File: src/rtl/alu_mdu.sv
// Execute-stage ALU with a registered result path and an iterative shift-add
// multiplier / restoring divider that writes the HI/LO registers.
module alu_mdu #(
  parameter int WIDTH   = 32,
  parameter int SHAMT_W = $clog2(WIDTH)
) (
  input  logic             clk,
  input  logic             rst,
  input  logic             start,
  input  logic [4:0]       alu_op,
  input  logic [WIDTH-1:0] alu_a,
  input  logic [WIDTH-1:0] alu_b,
  output logic [WIDTH-1:0] alu_out,
  output logic             zero,
  output logic             ovf,
  output logic             busy,
  output logic             done,
  output logic [WIDTH-1:0] hi,
  output logic [WIDTH-1:0] lo
);

  localparam int CNT_W = $clog2(WIDTH) + 1;

  typedef enum logic [4:0] {
    OP_NOP = 5'd0, OP_ADD, OP_SUB, OP_AND, OP_OR, OP_XOR, OP_NOR, OP_SLT,
    OP_SLTU, OP_SLL, OP_SRL, OP_SRA, OP_MULT, OP_MULTU, OP_DIV, OP_DIVU,
    OP_MFHI, OP_MFLO
  } op_e;

  typedef enum logic [1:0] {S_IDLE, S_MUL, S_DIV, S_FIN} state_e;

  state_e             state, state_n;
  logic [CNT_W-1:0]   cnt;
  logic [2*WIDTH-1:0] acc;      // mul: {partial, multiplier}; div: {remainder, quotient}
  logic [WIDTH-1:0]   opd;      // multiplicand or divisor magnitude
  logic [WIDTH-1:0]   a_reg;
  logic               md_div, neg_q, neg_r, div0;

  // Single-cycle datapath
  logic [WIDTH-1:0]   sum_add, diff_sub, sc_result;
  logic               sc_ovf;
  logic [SHAMT_W-1:0] shamt;

  assign shamt    = alu_b[SHAMT_W-1:0];
  assign sum_add  = alu_a + alu_b;
  assign diff_sub = alu_a - alu_b;

  // NOTE: every output of a combinational block gets a default first so no path leaves it unassigned and infers a latch.
  always_comb begin
    sc_result = '0;
    sc_ovf    = 1'b0;
    case (alu_op)
      OP_ADD: begin
        sc_result = sum_add;
        sc_ovf    = (alu_a[WIDTH-1] == alu_b[WIDTH-1]) && (sum_add[WIDTH-1] != alu_a[WIDTH-1]);
      end
      OP_SUB: begin
        sc_result = diff_sub;
        sc_ovf    = (alu_a[WIDTH-1] != alu_b[WIDTH-1]) && (diff_sub[WIDTH-1] != alu_a[WIDTH-1]);
      end
      OP_AND:  sc_result = alu_a & alu_b;
      OP_OR:   sc_result = alu_a | alu_b;
      OP_XOR:  sc_result = alu_a ^ alu_b;
      OP_NOR:  sc_result = ~(alu_a | alu_b);
      OP_SLT:  sc_result = {{(WIDTH-1){1'b0}}, $signed(alu_a) < $signed(alu_b)};
      OP_SLTU: sc_result = {{(WIDTH-1){1'b0}}, alu_a < alu_b};
      OP_SLL:  sc_result = alu_a << shamt;
      OP_SRL:  sc_result = alu_a >> shamt;
      OP_SRA:  sc_result = $signed(alu_a) >>> shamt;
      OP_MFHI: sc_result = hi;
      OP_MFLO: sc_result = lo;
      default: sc_result = '0;
    endcase
  end

  // Operand preparation for MULT/MULTU/DIV/DIVU (opcodes 12..15)
  logic             is_md_op, is_signed, is_div_op;
  logic [WIDTH-1:0] mag_a, mag_b;

  assign is_md_op  = (alu_op[4:2] == 3'b011);
  assign is_signed = ~alu_op[0];
  assign is_div_op = alu_op[1];
  assign mag_a     = (is_signed && alu_a[WIDTH-1]) ? -alu_a : alu_a;
  assign mag_b     = (is_signed && alu_b[WIDTH-1]) ? -alu_b : alu_b;

  // One iteration of each algorithm
  logic [WIDTH:0]     mul_sum, div_trial, div_diff;
  logic [2*WIDTH-1:0] mul_step, div_step;

  assign mul_sum   = {1'b0, acc[2*WIDTH-1:WIDTH]} + (acc[0] ? {1'b0, opd} : '0);
  assign mul_step  = {mul_sum, acc[WIDTH-1:1]};
  assign div_trial = acc[2*WIDTH-1:WIDTH-1];
  assign div_diff  = div_trial - {1'b0, opd};
  assign div_step  = div_diff[WIDTH] ? {acc[2*WIDTH-2:0], 1'b0}
                                     : {div_diff[WIDTH-1:0], acc[WIDTH-2:0], 1'b1};

  // Sign fix-up and special cases applied when leaving FIN
  logic [WIDTH-1:0] fin_hi, fin_lo;

  always_comb begin
    fin_hi = '0;
    fin_lo = '0;
    if (md_div) begin
      if (div0) begin
        fin_lo = '1;
        fin_hi = a_reg;
      end else begin
        fin_lo = neg_q ? -acc[WIDTH-1:0] : acc[WIDTH-1:0];
        fin_hi = neg_r ? -acc[2*WIDTH-1:WIDTH] : acc[2*WIDTH-1:WIDTH];
      end
    end else begin
      {fin_hi, fin_lo} = neg_q ? -acc : acc;
    end
  end

  always_ff @(posedge clk or posedge rst) begin
    if (rst) state <= S_IDLE;
    else     state <= state_n;
  end

  always_comb begin
    state_n = state;
    case (state)
      S_IDLE:       if (start && is_md_op) state_n = is_div_op ? S_DIV : S_MUL;
      S_MUL, S_DIV: if (cnt == CNT_W'(1)) state_n = S_FIN;
      S_FIN:        state_n = S_IDLE;
      default:      state_n = S_IDLE;
    endcase
  end

  assign busy = (state != S_IDLE);

  // NOTE: sequential state uses non-blocking assignments so every register samples pre-edge values.
  always_ff @(posedge clk or posedge rst) begin
    if (rst) begin
      alu_out <= '0;
      zero    <= 1'b1;
      ovf     <= 1'b0;
      done    <= 1'b0;
      hi      <= '0;
      lo      <= '0;
      cnt     <= '0;
      acc     <= '0;
      opd     <= '0;
      a_reg   <= '0;
      md_div  <= 1'b0;
      neg_q   <= 1'b0;
      neg_r   <= 1'b0;
      div0    <= 1'b0;
    end else begin
      done <= 1'b0;
      case (state)
        S_IDLE: begin
          if (start && is_md_op) begin
            cnt    <= CNT_W'(WIDTH);
            acc    <= {{WIDTH{1'b0}}, is_div_op ? mag_a : mag_b};
            opd    <= is_div_op ? mag_b : mag_a;
            a_reg  <= alu_a;
            md_div <= is_div_op;
            neg_q  <= is_signed && (alu_a[WIDTH-1] ^ alu_b[WIDTH-1]);
            neg_r  <= is_signed && alu_a[WIDTH-1];
            div0   <= (alu_b == '0);
          end else if (start) begin
            alu_out <= sc_result;
            zero    <= (sc_result == '0);
            ovf     <= sc_ovf;
            done    <= 1'b1;
          end
        end
        S_MUL: begin
          acc <= mul_step;
          cnt <= cnt - CNT_W'(1);
        end
        S_DIV: begin
          acc <= div_step;
          cnt <= cnt - CNT_W'(1);
        end
        S_FIN: begin
          hi      <= fin_hi;
          lo      <= fin_lo;
          alu_out <= fin_lo;
          zero    <= (fin_lo == '0);
          ovf     <= 1'b0;
          done    <= 1'b1;
        end
        default: ;
      endcase
    end
  end

endmodule

File: config.mk
export PLATFORM = sky130hd
export DESIGN_NAME = alu_mdu
export DESIGN_NICKNAME = d
export VERILOG_FILES = /design/src/rtl/alu_mdu.sv
export SDC_FILE = /design/constraint.sdc
export NUM_CORES = 2
export LEC_CHECK = 0
export ABC_AREA = 1
export CORE_MARGIN = 5
export CORE_UTILIZATION = 35
export DETAILED_ROUTE_END_ITERATION = 8
export PLACE_DENSITY = 0.48
export SYNTH_ARGS = -nofsm -noshare
export SYNTH_HDL_FRONTEND = slang
export SYNTH_SLANG_ARGS = --single-unit
File: constraint.sdc
create_clock -name clk -period 15.4 [get_ports clk]
set_clock_uncertainty 0.1 [all_clocks]
set_input_delay 1.54 -clock clk [delete_from_list [all_inputs] [get_ports clk]]
set_output_delay 1.54 -clock clk [all_outputs]
set_load 0.005 [all_outputs]
### Cell sizes after repair

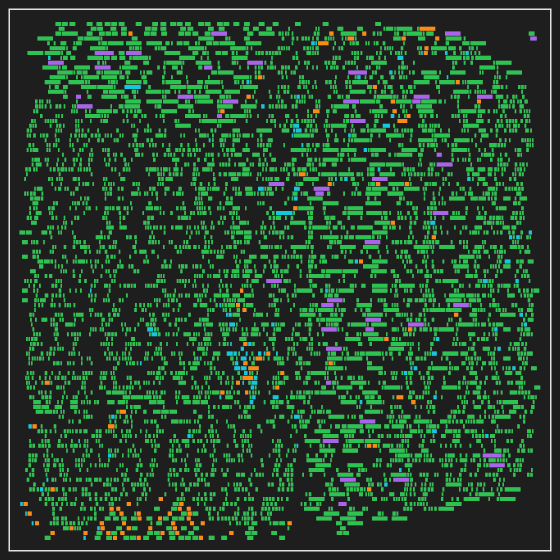
x3 and x4: marked orange, cells 95, share 1.8%, most used buf_4. x1 and smaller: marked green, cells 4983, share 95%, most used nand2_1. x2: marked cyan, cells 103, share 2.0%, most used inv_2. x6 and larger: marked purple, cells 45, share 0.86%, most used clkbuf_16.

### Cells coloured by class

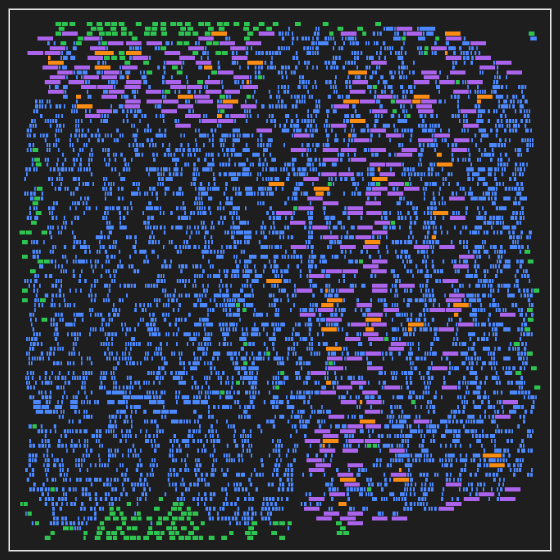
clock drivers and dummy loads: marked orange, cells 58, share of their area 3.3%. remaining buffers and delay cells: marked green, cells 247, share of their area 7.0%. remaining logic cells: marked blue, cells 4682, share of their area 71%. registers: marked purple, cells 239, share of their area 18%.

==> metrics.log <==
[report] implementation figures
[metrics] leading post-synthesis cells by instance count: sky130_fd_sc_hd__nand2_1, sky130_fd_sc_hd__inv_1, sky130_fd_sc_hd__nand3_1
[metrics] endpoint of the lowest-slack register-to-register path: opd[19]
[metrics] mux cell area share after synthesis: 0%
[metrics] hold buffer count at CTS: 0
[metrics] count of buffers not belonging to the clock network in the layout: ~250
[metrics] worst-path fanout max: 39
[metrics] number of global-route vias before repair: roughly 34000
[metrics] clock group share of total power: about an eighth
[metrics] cell type with the highest aggregate area in the netlist: sky130_fd_sc_hd__dfrtp_1
[metrics] H-tree level count: 1
[metrics] Complex Gates by Area: between 15 and 20%
[metrics] launching point of the worst reg2reg path: state[0]
[metrics] post-cts gate resize count: 0
[metrics] OpenROAD warning count: 113
[metrics] leakage power summed over all cells: ~17 nW
[metrics] global routing usage on met1: between 40% and 50%
[metrics] simple-gate share of the synthesized area: approximately two fifths
[metrics] most common flop cell mapped by yosys: sky130_fd_sc_hd__dfrtp_1
[metrics] biggest cell delay along the critical path: ~0.76 ns
[metrics] number of inverters outside the clock class in the layout: around 630
[metrics] antenna diode instance count: 0
[metrics] number of nets in the synthesized netlist: 5400
[metrics] most frequent logic cells in the routed design: sky130_fd_sc_hd__nand2_1, sky130_fd_sc_hd__inv_1, sky130_fd_sc_hd__nand3_1
[metrics] cell depth of the worst hold path: 2
[metrics] # clk buffers: 38
[metrics] post-route non-filler standard cell count: 6370
[metrics] total internal power: 2.71 mW
[metrics] met3 track utilization from global routing: 4.03%
[metrics] post-route met1 wirelength: between 70000 and 80000 um
[metrics] largest reg by FF count: acc
[metrics] type of the worst setup path: in2reg
[metrics] power in combinational cells: approximately 4.5 mW
[metrics] Area growth, synth to finish: 12.5%
[metrics] category of cells accounting for the largest share of critical-path delay: simple AND/OR/NAND/NOR gates
[metrics] register fraction of the total cell area: between 10% and 20%
[metrics] Logic cell area: just over 20000 um2
[metrics] fraction of registers with async set or reset after synthesis: 100%
[metrics] clock root buffer: sky130_fd_sc_hd__clkbuf_16
[metrics] clock distribution power: about 780 uW
[metrics] cell count in the Yosys report: between 5000 and 6000
[metrics] Final Setup Violations: 0
[metrics] first-pass GRT wire length: around 250000 um
[metrics] Worst Setup EP: opd[19]
[metrics] Flop+latch power: 1.33 mW
[metrics] drt first pass iters: 9
[metrics] Remaining Overflow, GRT: 0
[metrics] cell-by-cell listing of the critical path: clkdlybuf4s50_1 -> nor2_1 -> nand2_1 -> nor2_4 -> inv_2 -> nor2_2 -> clkinv_1 -> o221ai_1
[metrics] end of the worst hold path: alu_out[27]
[metrics] full die area: 91800 um2
[metrics] # Max-Cap Violations: 0
[metrics] NonClk Buf Share: ~6.7%
[metrics] portion of synthesized cell area occupied by the leading cell type: about a fifth
[metrics] maximum number of pins on one net before global-route repair: 105
[metrics] routed wirelength normalized by instance count: 27.3 um
[metrics] switch share: between 50% and 60%
[metrics] data required time of the critical path: 15.78 ns
[metrics] Main power group: combinational logic
[metrics] Flops: 239
[metrics] worst setup margin: just under 10 ns
[metrics] data arrival time at the worst-slack endpoint: about 6 ns
[metrics] Remaining DRCs: 0
[metrics] number of vias after detailed routing: approximately 37000
[metrics] power per cell area: 194 nW/um2
[metrics] count of pins over their slew limit: 0
[metrics] effective utilization at floorplan: 35.3%
[metrics] total number of yosys warnings: 0
[metrics] maximum resistive drop on vdd: about 0.00015 V
[metrics] clock sinks: approximately 240
[metrics] I/O pin count: ~170
[metrics] total placed instance area: between 30000 and 40000 um2
[metrics] CTS tree: done
[metrics] xor and xnor area share after synthesis: between 2 and 3%
[metrics] total met2 wirelength after detailed routing: 75200 um
[metrics] startpoint of the worst hold path: alu_out[27]
[metrics] power consumption: approximately 6.6 mW
[metrics] leading cell type in the layout, fill and taps excluded: sky130_fd_sc_hd__nand2_1
[metrics] Psw: 3.85 mW
[metrics] most repeated cell in the gate-level netlist after synthesis: sky130_fd_sc_hd__nand2_1
[metrics] number of input and output port buffers inserted: around 170
[metrics] slowest cell on the critical path: sky130_fd_sc_hd__nor2_4
[metrics] maximum clock path buffer count: 3
[metrics] Worst Hold Margin: just under 0.4 ns
[metrics] proportion of cell area spent on the clock network: ~3.2%
[metrics] count of buffering cells on the critical path with inverters included: 3
[metrics] max FFs per register: about 64
[metrics] highest clock rate: roughly 180 MHz
[metrics] number of logic gates: 4053
[metrics] Mapped Cells: 5137
[metrics] post-layout net count: approximately 5500
[metrics] kind of path behind the tightest hold check: reg2reg
[metrics] clock transition time at the flip-flop clock pins of the worst setup and hold paths: roughly 0.060 ns
[metrics] combinational group share of total power: 67.9%
[metrics] fa+ha+maj area frac: a little over 8%
[metrics] worst setup path startpoint: alu_op[4]
[metrics] depth of the worst register-to-register path: 9
[metrics] transition time of the tightest slew-check pin: ~1.2 ns
[metrics] critical path depth in cells: 8
[metrics] height of the die: between 300 and 400 um
[metrics] chip width: between 300 and 400 um
[metrics] number of post-CTS setup repair buffers: 0
[metrics] busiest layer in global routing: met2
[metrics] Detail Route Antenna Nets: 0
[metrics] main combinational cell family by area after synthesis: simple AND/OR/NAND/NOR gates
[metrics] clock insertion delay at the later pin of the skew report: about 0.62 ns
[metrics] Filler Cells Inserted: roughly 9600
[metrics] number of unique standard cell types used by synthesis: about 56
[metrics] Final Instance Area: approximately 34000 um2
[metrics] largest cell class by area: logic gates
[metrics] All-Layer GR Usage: roughly 36%
[metrics] run status: complete, no violations
[metrics] final critical path time including I/O delays and setup: between 5 and 6 ns
[metrics] post-route fraction of the period consumed by the critical path: ~36%
Power figures rest on the tool's default switching activity, not on a simulated workload.
